File: src/rtl/mem_arbiter_if.sv
// mem_arbiter_if: groups the requester-side and memory-side buses of mem_arbiter.
//   master : arbiter view (samples requests and memory responses, drives grants and memory requests)
//   slave  : environment view (requesters plus the external memory)
interface mem_arbiter_if #(
   parameter int NUM_REQ   = 4,
   parameter int ADDR_BITS = 8,
   parameter int DATA_BITS = 8
);
   logic [NUM_REQ-1:0]           req_valid;
   logic [NUM_REQ-1:0]           req_we;
   logic [NUM_REQ*ADDR_BITS-1:0] req_addr;
   logic [NUM_REQ*DATA_BITS-1:0] req_wdata;
   logic [NUM_REQ-1:0]           req_ready;
   logic [DATA_BITS-1:0]         rsp_rdata;
   logic                         mem_valid;
   logic                         mem_we;
   logic [ADDR_BITS-1:0]         mem_addr;
   logic [DATA_BITS-1:0]         mem_wdata;
   logic                         mem_ready;
   logic [DATA_BITS-1:0]         mem_rdata;

   modport master (
      input  req_valid, req_we, req_addr, req_wdata, mem_ready, mem_rdata,
      output req_ready, rsp_rdata, mem_valid, mem_we, mem_addr, mem_wdata
   );

   modport slave (
      output req_valid, req_we, req_addr, req_wdata, mem_ready, mem_rdata,
      input  req_ready, rsp_rdata, mem_valid, mem_we, mem_addr, mem_wdata
   );
endinterface

File: src/rtl/mem_arbiter.sv
// mem_arbiter: round-robin arbiter sharing one memory port among NUM_REQ requesters.
// One transaction in flight; the grant stays locked until the memory handshake
// completes, then the granted requester gets a one-cycle req_ready pulse.
// Optional feature macro: MEM_ARB_PERF_EN adds saturating transaction/stall counters.
module mem_arbiter #(
   parameter int NUM_REQ   = 4,
   parameter int ADDR_BITS = 8,
   parameter int DATA_BITS = 8
) (
   input  logic          clk,
   input  logic          reset,
   mem_arbiter_if.master bus
`ifdef MEM_ARB_PERF_EN
   ,
   output logic [15:0]   perf_txn_count,
   output logic [15:0]   perf_stall_count
`endif
);
   localparam int IDX_W = (NUM_REQ > 1) ? $clog2(NUM_REQ) : 1;

   typedef enum logic [1:0] {IDLE, ISSUE, RESPOND} state_t;

   state_t               state_q;
   logic [IDX_W-1:0]     ptr_q;
   logic [IDX_W-1:0]     grant_q;
   logic                 mem_valid_q;
   logic                 mem_we_q;
   logic [ADDR_BITS-1:0] mem_addr_q;
   logic [DATA_BITS-1:0] mem_wdata_q;
   logic [DATA_BITS-1:0] rdata_q;
   logic [NUM_REQ-1:0]   req_ready_q;

   // Per-requester views of the packed address/data buses
   logic [ADDR_BITS-1:0] addr_arr  [NUM_REQ];
   logic [DATA_BITS-1:0] wdata_arr [NUM_REQ];

   generate
      for (genvar gi = 0; gi < NUM_REQ; gi++) begin : g_unpack
         assign addr_arr[gi]  = bus.req_addr[gi*ADDR_BITS +: ADDR_BITS];
         assign wdata_arr[gi] = bus.req_wdata[gi*DATA_BITS +: DATA_BITS];
      end
   endgenerate

   // Round-robin pick: first pending request scanning ptr, ptr+1, ... (lowest offset wins)
   logic             arb_hit;
   logic [IDX_W-1:0] arb_idx;
   logic [IDX_W-1:0] scan_sel;

   always_comb begin
      arb_hit  = 1'b0;
      arb_idx  = '0;
      scan_sel = '0;
      for (int k = NUM_REQ - 1; k >= 0; k--) begin
         scan_sel = IDX_W'((int'(ptr_q) + k) % NUM_REQ);
         if (bus.req_valid[scan_sel]) begin
            arb_hit = 1'b1;
            arb_idx = scan_sel;
         end
      end
   end

   // Transaction FSM; every output is a register so the buses stay glitch-free
   always_ff @(posedge clk) begin
      if (reset) begin
         state_q     <= IDLE;
         ptr_q       <= '0;
         grant_q     <= '0;
         mem_valid_q <= 1'b0;
         mem_we_q    <= 1'b0;
         mem_addr_q  <= '0;
         mem_wdata_q <= '0;
         rdata_q     <= '0;
         req_ready_q <= '0;
      end else begin
         case (state_q)
            IDLE: begin
               req_ready_q <= '0;
               if (arb_hit) begin
                  grant_q     <= arb_idx;
                  mem_valid_q <= 1'b1;
                  mem_we_q    <= bus.req_we[arb_idx];
                  mem_addr_q  <= addr_arr[arb_idx];
                  mem_wdata_q <= wdata_arr[arb_idx];
                  state_q     <= ISSUE;
               end
            end
            ISSUE: begin
               if (bus.mem_ready) begin
                  mem_valid_q <= 1'b0;
                  // writes leave the last read data visible on rsp_rdata
                  if (!mem_we_q) begin
                     rdata_q <= bus.mem_rdata;
                  end
                  req_ready_q <= NUM_REQ'(1) << grant_q;
                  state_q     <= RESPOND;
               end
            end
            RESPOND: begin
               req_ready_q <= '0;
               ptr_q       <= (grant_q == IDX_W'(NUM_REQ - 1)) ? '0 : grant_q + 1'b1;
               state_q     <= IDLE;
            end
            default: begin
               state_q <= IDLE;
            end
         endcase
      end
   end

   assign bus.mem_valid = mem_valid_q;
   assign bus.mem_we    = mem_we_q;
   assign bus.mem_addr  = mem_addr_q;
   assign bus.mem_wdata = mem_wdata_q;
   assign bus.req_ready = req_ready_q;
   assign bus.rsp_rdata = rdata_q;

`ifdef MEM_ARB_PERF_EN
   logic [15:0] txn_cnt_q;
   logic [15:0] stall_cnt_q;

   // Saturating counters of completed transactions and memory wait cycles
   always_ff @(posedge clk) begin
      if (reset) begin
         txn_cnt_q   <= '0;
         stall_cnt_q <= '0;
      end else begin
         if (state_q == RESPOND && txn_cnt_q != 16'hFFFF) begin
            txn_cnt_q <= txn_cnt_q + 16'd1;
         end
         if (state_q == ISSUE && !bus.mem_ready && stall_cnt_q != 16'hFFFF) begin
            stall_cnt_q <= stall_cnt_q + 16'd1;
         end
      end
   end

   assign perf_txn_count   = txn_cnt_q;
   assign perf_stall_count = stall_cnt_q;
`endif
endmodule
File: src/flat_wrapper.sv
// flat-port wrapper written by rule: the top's interface ports become plain ports
module mem_arbiter_flat 
#(
   parameter int NUM_REQ   = 4,
   parameter int ADDR_BITS = 8,
   parameter int DATA_BITS = 8
)
  (clk, reset, bus_req_valid, bus_req_we, bus_req_addr, bus_req_wdata, bus_mem_ready, bus_mem_rdata, bus_req_ready, bus_rsp_rdata, bus_mem_valid, bus_mem_we, bus_mem_addr, bus_mem_wdata);
  mem_arbiter_if #(.NUM_REQ(NUM_REQ), .ADDR_BITS(ADDR_BITS), .DATA_BITS(DATA_BITS)) bus_i ();
  input  logic clk;
  input  logic reset;
  input wire logic [$bits(bus_i.req_valid)-1:0] bus_req_valid;
  input wire logic [$bits(bus_i.req_we)-1:0] bus_req_we;
  input wire logic [$bits(bus_i.req_addr)-1:0] bus_req_addr;
  input wire logic [$bits(bus_i.req_wdata)-1:0] bus_req_wdata;
  input wire logic [$bits(bus_i.mem_ready)-1:0] bus_mem_ready;
  input wire logic [$bits(bus_i.mem_rdata)-1:0] bus_mem_rdata;
  output wire logic [$bits(bus_i.req_ready)-1:0] bus_req_ready;
  output wire logic [$bits(bus_i.rsp_rdata)-1:0] bus_rsp_rdata;
  output wire logic [$bits(bus_i.mem_valid)-1:0] bus_mem_valid;
  output wire logic [$bits(bus_i.mem_we)-1:0] bus_mem_we;
  output wire logic [$bits(bus_i.mem_addr)-1:0] bus_mem_addr;
  output wire logic [$bits(bus_i.mem_wdata)-1:0] bus_mem_wdata;
  assign bus_i.req_valid = bus_req_valid;
  assign bus_i.req_we = bus_req_we;
  assign bus_i.req_addr = bus_req_addr;
  assign bus_i.req_wdata = bus_req_wdata;
  assign bus_i.mem_ready = bus_mem_ready;
  assign bus_i.mem_rdata = bus_mem_rdata;
  assign bus_req_ready = bus_i.req_ready;
  assign bus_rsp_rdata = bus_i.rsp_rdata;
  assign bus_mem_valid = bus_i.mem_valid;
  assign bus_mem_we = bus_i.mem_we;
  assign bus_mem_addr = bus_i.mem_addr;
  assign bus_mem_wdata = bus_i.mem_wdata;
  mem_arbiter #(.NUM_REQ(NUM_REQ), .ADDR_BITS(ADDR_BITS), .DATA_BITS(DATA_BITS)) u_core (.clk(clk), .reset(reset), .bus(bus_i));
endmodule
File: config.mk
export PLATFORM = sky130hd
export DESIGN_NAME = mem_arbiter_flat
export DESIGN_NICKNAME = d
export VERILOG_FILES = /design/src/rtl/mem_arbiter_if.sv /design/src/rtl/mem_arbiter.sv /design/src/flat_wrapper.sv
export SDC_FILE = /design/constraint.sdc
export NUM_CORES = 1
export LEC_CHECK = 0
export ABC_CLOCK_PERIOD_IN_PS = 2500
export CAP_MARGIN = 30
export CORE_ASPECT_RATIO = 1.75
export CORE_MARGIN = 8
export CORE_UTILIZATION = 35
export DETAILED_ROUTE_END_ITERATION = 16
export PLACE_DENSITY = 0.8
export SLEW_MARGIN = 20
export SYNTH_ARGS = -nofsm -noshare
export SYNTH_HDL_FRONTEND = slang
export SYNTH_SLANG_ARGS = --single-unit
File: constraint.sdc
create_clock -name clk -period 2.5 [get_ports clk]
set_input_delay 0.25 -clock clk [delete_from_list [all_inputs] [get_ports clk]]
set_output_delay 0.25 -clock clk [all_outputs]
set_load 0.005 [all_outputs]
### Sequential cells colored by netlist name, run 1

(3 px per µm) Other sequential cells in the stronger gray, the rest of the logic in the fainter gray.
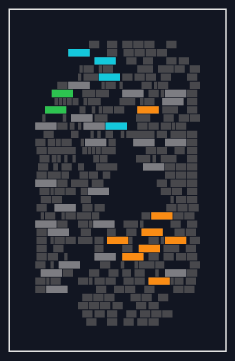
legend:
  u_core.ptr_q:
    color: green
    placed_flops: 2
  u_core.bus.req_ready:
    color: cyan
    placed_flops: 4
    where: north
  u_core.bus.mem_addr:
    color: orange
    placed_flops: 8
fraction of the core area covered by cells at the end of the flow: 0.603
reported sequential group power: 654 µW

### Wiring heat map, run 1

(3 px per µm) 14 x 23 tiles, from dark purple (low) to yellow (high), scaled to the fullest tile. Values are wire area over tile area, all layers added.
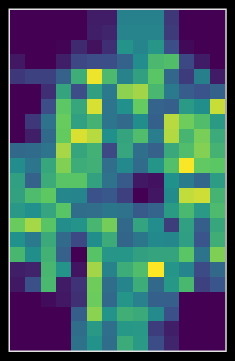
nearly empty tiles: 18%
emptiest ninth of the die: north-west
mean over tiles: 0.12
fullest tile: 0.31
number of vias in the routed layout: 1,787
Routed WL: 5910 µm
Total GRT Usage: 0.149
post-detailed-route wirelength per cell: 16.8 µm

### Cell sizes after repair, run 1

(2 px per µm)
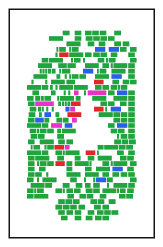
legend:
  drive 1 or less:
    color: green
    cells: 269
  drive 3 to 4:
    color: magenta
    cells: 7
  drive 2:
    color: blue
    cells: 13
  drive 6 and up:
    color: red
    cells: 8
setup slack of the critical path after layout: 0.585 ns
Final Cell Area: 3170 µm²
Syn-to-layout area delta: 66.6%
Buffers excl. clock: 117

==> out/summary.json, run 1 <==
{
  "power_and_ir_drop": {
    "power.share.switching": 0.250,
    "power_combinational_uw": 438,
    "intPower_uw": 1150,
    "p_leak_uw": 0.00116,
    "report.power.total_uw": 1530
  },
  "synthesis": {
    "synth-xor-area-share": 0,
    "netlist_instances": 185,
    "synth-adder-area-share": 0.0263,
    "yosys-top-cells-area": "sky130_fd_sc_hd__dfxtp_1 38%, sky130_fd_sc_hd__mux2i_1 25%, sky130_fd_sc_hd__o221ai_2 7.1%",
    "ys_ff": 36
  },
  "global_route": {
    "globalRouteMet1Util": 0.141,
    "grt_pass1_wl_um": 9700,
    "global_route.peak_usage_layer": "met2",
    "antenna_found_initial": 0,
    "groute.layer.met3.usage": 0.0562
  },
  "layout": {
    "layout.cells.most_common": "sky130_fd_sc_hd__clkdlybuf4s50_1",
    "diodes": 0,
    "multiInputCombCellCount": 134,
    "final_layout_size_suffix_gt1_frac": 0.0943,
    "n_clock_buffer": 7,
    "layout.area.comb_um2": 1100,
    "most-common-layout-cells": "112 x sky130_fd_sc_hd__clkdlybuf4s50_1, 48 x sky130_fd_sc_hd__mux2i_1, 36 x sky130_fd_sc_hd__dfxtp_1"
  },
  "floorplan": {
    "core_footprint_um2": 5260
  },
  "setup_path": {
    "timing.critical_path.max_delay_family": "simple AND/OR/NAND/NOR gates"
  },
  "run_status": {
    "status": "complete, no violations"
  },
  "run": {
    "timing.max_cap.violations": 0
  },
  "clock_network": {
    "clk_root_buffer_cell": "sky130_fd_sc_hd__clkbuf_8"
  },
  "routing": {
    "viasPerCell": 5.08
  },
  "placement": {
    "dp.final_hpwl_um": 4740
  }
}
## Run 2: what changed since run 1
--- a/config.mk
+++ b/config.mk
@@ -5,7 +5,7 @@
 export SDC_FILE = /design/constraint.sdc
 export NUM_CORES = 1
 export LEC_CHECK = 0
-export ABC_CLOCK_PERIOD_IN_PS = 2500
+export ABC_CLOCK_PERIOD_IN_PS = 1900
 export CAP_MARGIN = 30
 export CORE_ASPECT_RATIO = 1.75
 export CORE_MARGIN = 8
==> constraint.sdc (replaced) <==
create_clock -name clk -period 1.9 [get_ports clk]
set_input_delay 0.19 -clock clk [delete_from_list [all_inputs] [get_ports clk]]
set_output_delay 0.19 -clock clk [all_outputs]
set_load 0.005 [all_outputs]
### Cell outlines without signal wires, run 2

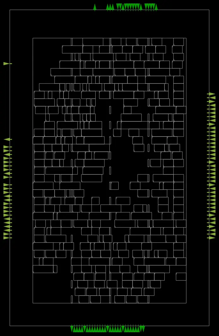
FFs & Latches: 36
fraction of the core area covered by cells at the end of the flow: 0.626

### PDN straps and rails, run 2

(4 px per µm) Pins as bars on the die edge.
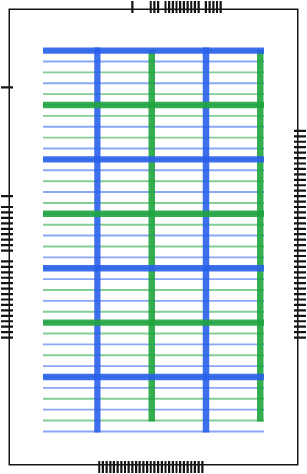
legend:
  VSS:
    color: blue
  VDD:
    color: green
met5 straps: 7
rows: 35
signal pins: 113
die extent in x: 71.7 µm
Core Footprint: 5260 µm²
floorplan die height: 114 µm
Peak supply drop: 0.543 mV

==> run 2 against run 1 <==
Compared with the run above: hold slack improved by 0.0038 ns; setup slack got worse by 0.37 ns; largest power group unchanged; sequential share of layout area fell by 0.84 points; register-to-register slack got worse by 0.37 ns; via count rose by 3.9%; die size did not move.
==> out/summary.json, run 2 <==
{
  "run_status": {
    "status": "complete, no violations"
  },
  "floorplan": {
    "fp.dieArea_um2": 8140
  },
  "layout": {
    "final_layout_size_suffix_gt1_frac": {"value": 0.129, "change": "+0.0352"},
    "layout.area.comb": {"value": 1100, "unit": "µm²", "change": "unchanged"},
    "n_clock_buffer": {"value": 6, "change": "-1"},
    "most-common-layout-cells": "112 x sky130_fd_sc_hd__clkdlybuf4s50_1, 48 x sky130_fd_sc_hd__mux2i_1, 36 x sky130_fd_sc_hd__dfxtp_1",
    "multiInputCombCellCount": {"value": 134, "change": "unchanged"},
    "diodes": {"value": 0, "change": "unchanged"},
    "layout.cells.most_common": "sky130_fd_sc_hd__clkdlybuf4s50_1",
    "num-nonclk-buffers": {"value": 128, "change": "+9.4%"},
    "area_growth_syn_to_layout_pct": 73.0,
    "final_area": {"value": 3290, "unit": "µm²", "change": "+3.8%"}
  },
  "power_and_ir_drop": {
    "p_seq": {"value": 860, "unit": "µW", "change": "+31%"},
    "power.share.switching": {"value": 0.266, "change": "+0.0161"},
    "p_leak": {"value": 0.00122, "unit": "µW", "change": "+5.4%"},
    "report.power.total": {"value": 2060, "unit": "µW", "change": "+34%"},
    "power_combinational": {"value": 614, "unit": "µW", "change": "+40%"}
  },
  "routing": {
    "viasPerCell": {"value": 5.10, "change": "+0.44%"},
    "via_count": {"value": 1856, "change": "+3.9%"},
    "routedWlPerCell": {"value": 16.9, "unit": "µm", "change": "+0.86%"},
    "route.final.wire_length": {"value": 6160, "unit": "µm", "change": "+4.3%"},
    "drt_first_iter_violations": 38
  },
  "global_route": {
    "grt.total_usage": {"value": 0.151, "change": "+0.00235"},
    "global_route.peak_usage_layer": "met2",
    "grt_pass1_wl": {"value": 9870, "unit": "µm", "change": "+1.7%"},
    "groute.layer.met3.usage": {"value": 0.0527, "change": "-0.00351"},
    "globalRouteMet1Util": {"value": 0.138, "change": "-0.00354"},
    "overflow": 0,
    "antenna_found_initial": {"value": 0, "change": "unchanged"}
  },
  "setup_path": {
    "timing.critical_path.max_delay_family": "buffers and inverters",
    "critical_path.max_fanout": 17
  },
  "placement": {
    "gpl.final_weighted_congestion": 0.717,
    "dp.final_hpwl": {"value": 5000, "unit": "µm", "change": "+5.5%"}
  },
  "synthesis": {
    "mux_area_fraction": 0.253,
    "netlist_instances": {"value": 185, "change": "unchanged"},
    "synth-xor-area-share": {"value": 0, "change": "unchanged"},
    "yosys-top-cells-area": "sky130_fd_sc_hd__dfxtp_1 38%, sky130_fd_sc_hd__mux2i_1 25%, sky130_fd_sc_hd__o221ai_2 7.1%"
  },
  "clock_network": {
    "cts_max_level": 2,
    "clk_root_buffer_cell": "sky130_fd_sc_hd__clkbuf_8"
  },
  "sta": {
    "timing.final.max_slew_violations": 0,
    "grt_setup_unrepaired": "no",
    "post-route-worst-setup-slack": {"value": 0.216, "unit": "ns", "change": "-0.369 ns"}
  },
  "run": {
    "timing.max_cap.violations": {"value": 0, "change": "unchanged"}
  }
}
## Run 3: what changed since run 2
--- a/config.mk
+++ b/config.mk
@@ -5,13 +5,15 @@
 export SDC_FILE = /design/constraint.sdc
 export NUM_CORES = 1
 export LEC_CHECK = 0
+export ABC_AREA = 1
 export ABC_CLOCK_PERIOD_IN_PS = 1900
 export CAP_MARGIN = 30
 export CORE_ASPECT_RATIO = 1.75
 export CORE_MARGIN = 8
 export CORE_UTILIZATION = 35
 export DETAILED_ROUTE_END_ITERATION = 16
-export PLACE_DENSITY = 0.8
+export HOLD_SLACK_MARGIN = 0.03
+export PLACE_DENSITY = 0.75
 export SLEW_MARGIN = 20
 export SYNTH_ARGS = -nofsm -noshare
 export SYNTH_HDL_FRONTEND = slang
### Cell sizes after repair, run 3

(2 px per µm)
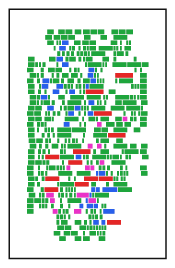
legend:
  drive 3 to 4:
    color: magenta
    cells: 14
  drive 2:
    color: blue
    cells: 34
  drive 1 or less:
    color: green
    cells: 401
  drive 6 and up:
    color: red
    cells: 13
Syn-to-layout area delta: 61.9%
setup slack of the critical path after layout: 0.162 ns
Buffers excl. clock: 127

### PDN straps and rails, run 3

(4 px per µm) Pins as bars on the die edge.
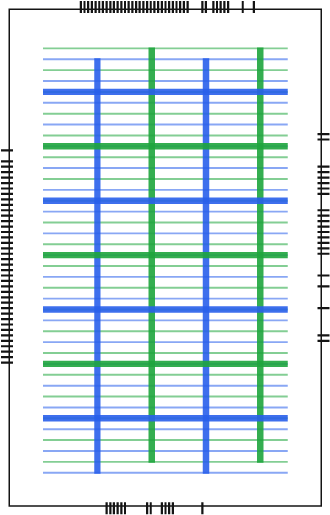
legend:
  VSS:
    color: blue
  VDD:
    color: green
signal pins: 113
met4 straps: 4
die extent in x: 77.6 µm
Peak supply drop: 0.352 mV
Core Footprint: 6490 µm²

==> run 3 against run 2 <==
Compared with the run above: fmax is 3.1% lower; clock skew is 0.00071 ns lower; final area is 14% higher; non-clock buffer count is 1 lower; via count is 43% higher; global-route usage is 0.42 points lower; total power is 36% higher; combinational power is 82% higher; utilization is 4.6 points lower; count of clock-buffer cells in the layout stayed put; largest power group is now combinational cells.
==> out/summary.json, run 3 <==
{
  "global_route": {
    "grt_pass1_wl": {"value": 11700, "unit": "µm", "change": "+19%"},
    "overflow": {"value": 0, "change": "unchanged"},
    "globalRouteMet1Util": {"value": 0.146, "change": "+0.00771"},
    "global_route.peak_usage_layer": "met2",
    "antenna_found_initial": {"value": 0, "change": "unchanged"}
  },
  "layout": {
    "multiInputCombCellCount": {"value": 257, "change": "+92%"},
    "diodes": {"value": 0, "change": "unchanged"},
    "n_clock_buffer": {"value": 6, "change": "unchanged"},
    "sequential_cell_total": {"value": 36, "change": "unchanged"},
    "final_area": {"value": 3770, "unit": "µm²", "change": "+14%"}
  },
  "setup_path": {
    "timing.critical_path.max_delay_family": "simple AND/OR/NAND/NOR gates",
    "critical_path.max_fanout": {"value": 17, "change": "unchanged"}
  },
  "routing": {
    "routedWlPerCell": {"value": 13.4, "unit": "µm", "change": "-21%"},
    "viasPerCell": {"value": 4.87, "change": "-4.6%"},
    "route.final.wire_length": {"value": 7280, "unit": "µm", "change": "+18%"}
  },
  "power_and_ir_drop": {
    "power.share.switching": {"value": 0.311, "change": "+0.0453"},
    "power_combinational": {"value": 1120, "unit": "µW", "change": "+82%"},
    "p_leak": {"value": 0.00167, "unit": "µW", "change": "+37%"}
  },
  "placement": {
    "gpl.final_weighted_congestion": {"value": 0.896, "change": "+25%"}
  },
  "clock_network": {
    "clk_root_buffer_cell": "sky130_fd_sc_hd__clkbuf_16",
    "cts_max_level": {"value": 2, "change": "unchanged"}
  },
  "sta": {
    "grt_setup_unrepaired": "no",
    "timing.final.max_slew_violations": {"value": 0, "change": "unchanged"}
  },
  "run_status": {
    "status": "complete, no violations"
  },
  "run": {
    "timing.max_cap.violations": {"value": 0, "change": "unchanged"}
  },
  "synthesis": {
    "synth-xor-area-share": {"value": 0.00377, "change": "+0.00377"}
  }
}
Power is estimated from default activity; no workload was simulated.
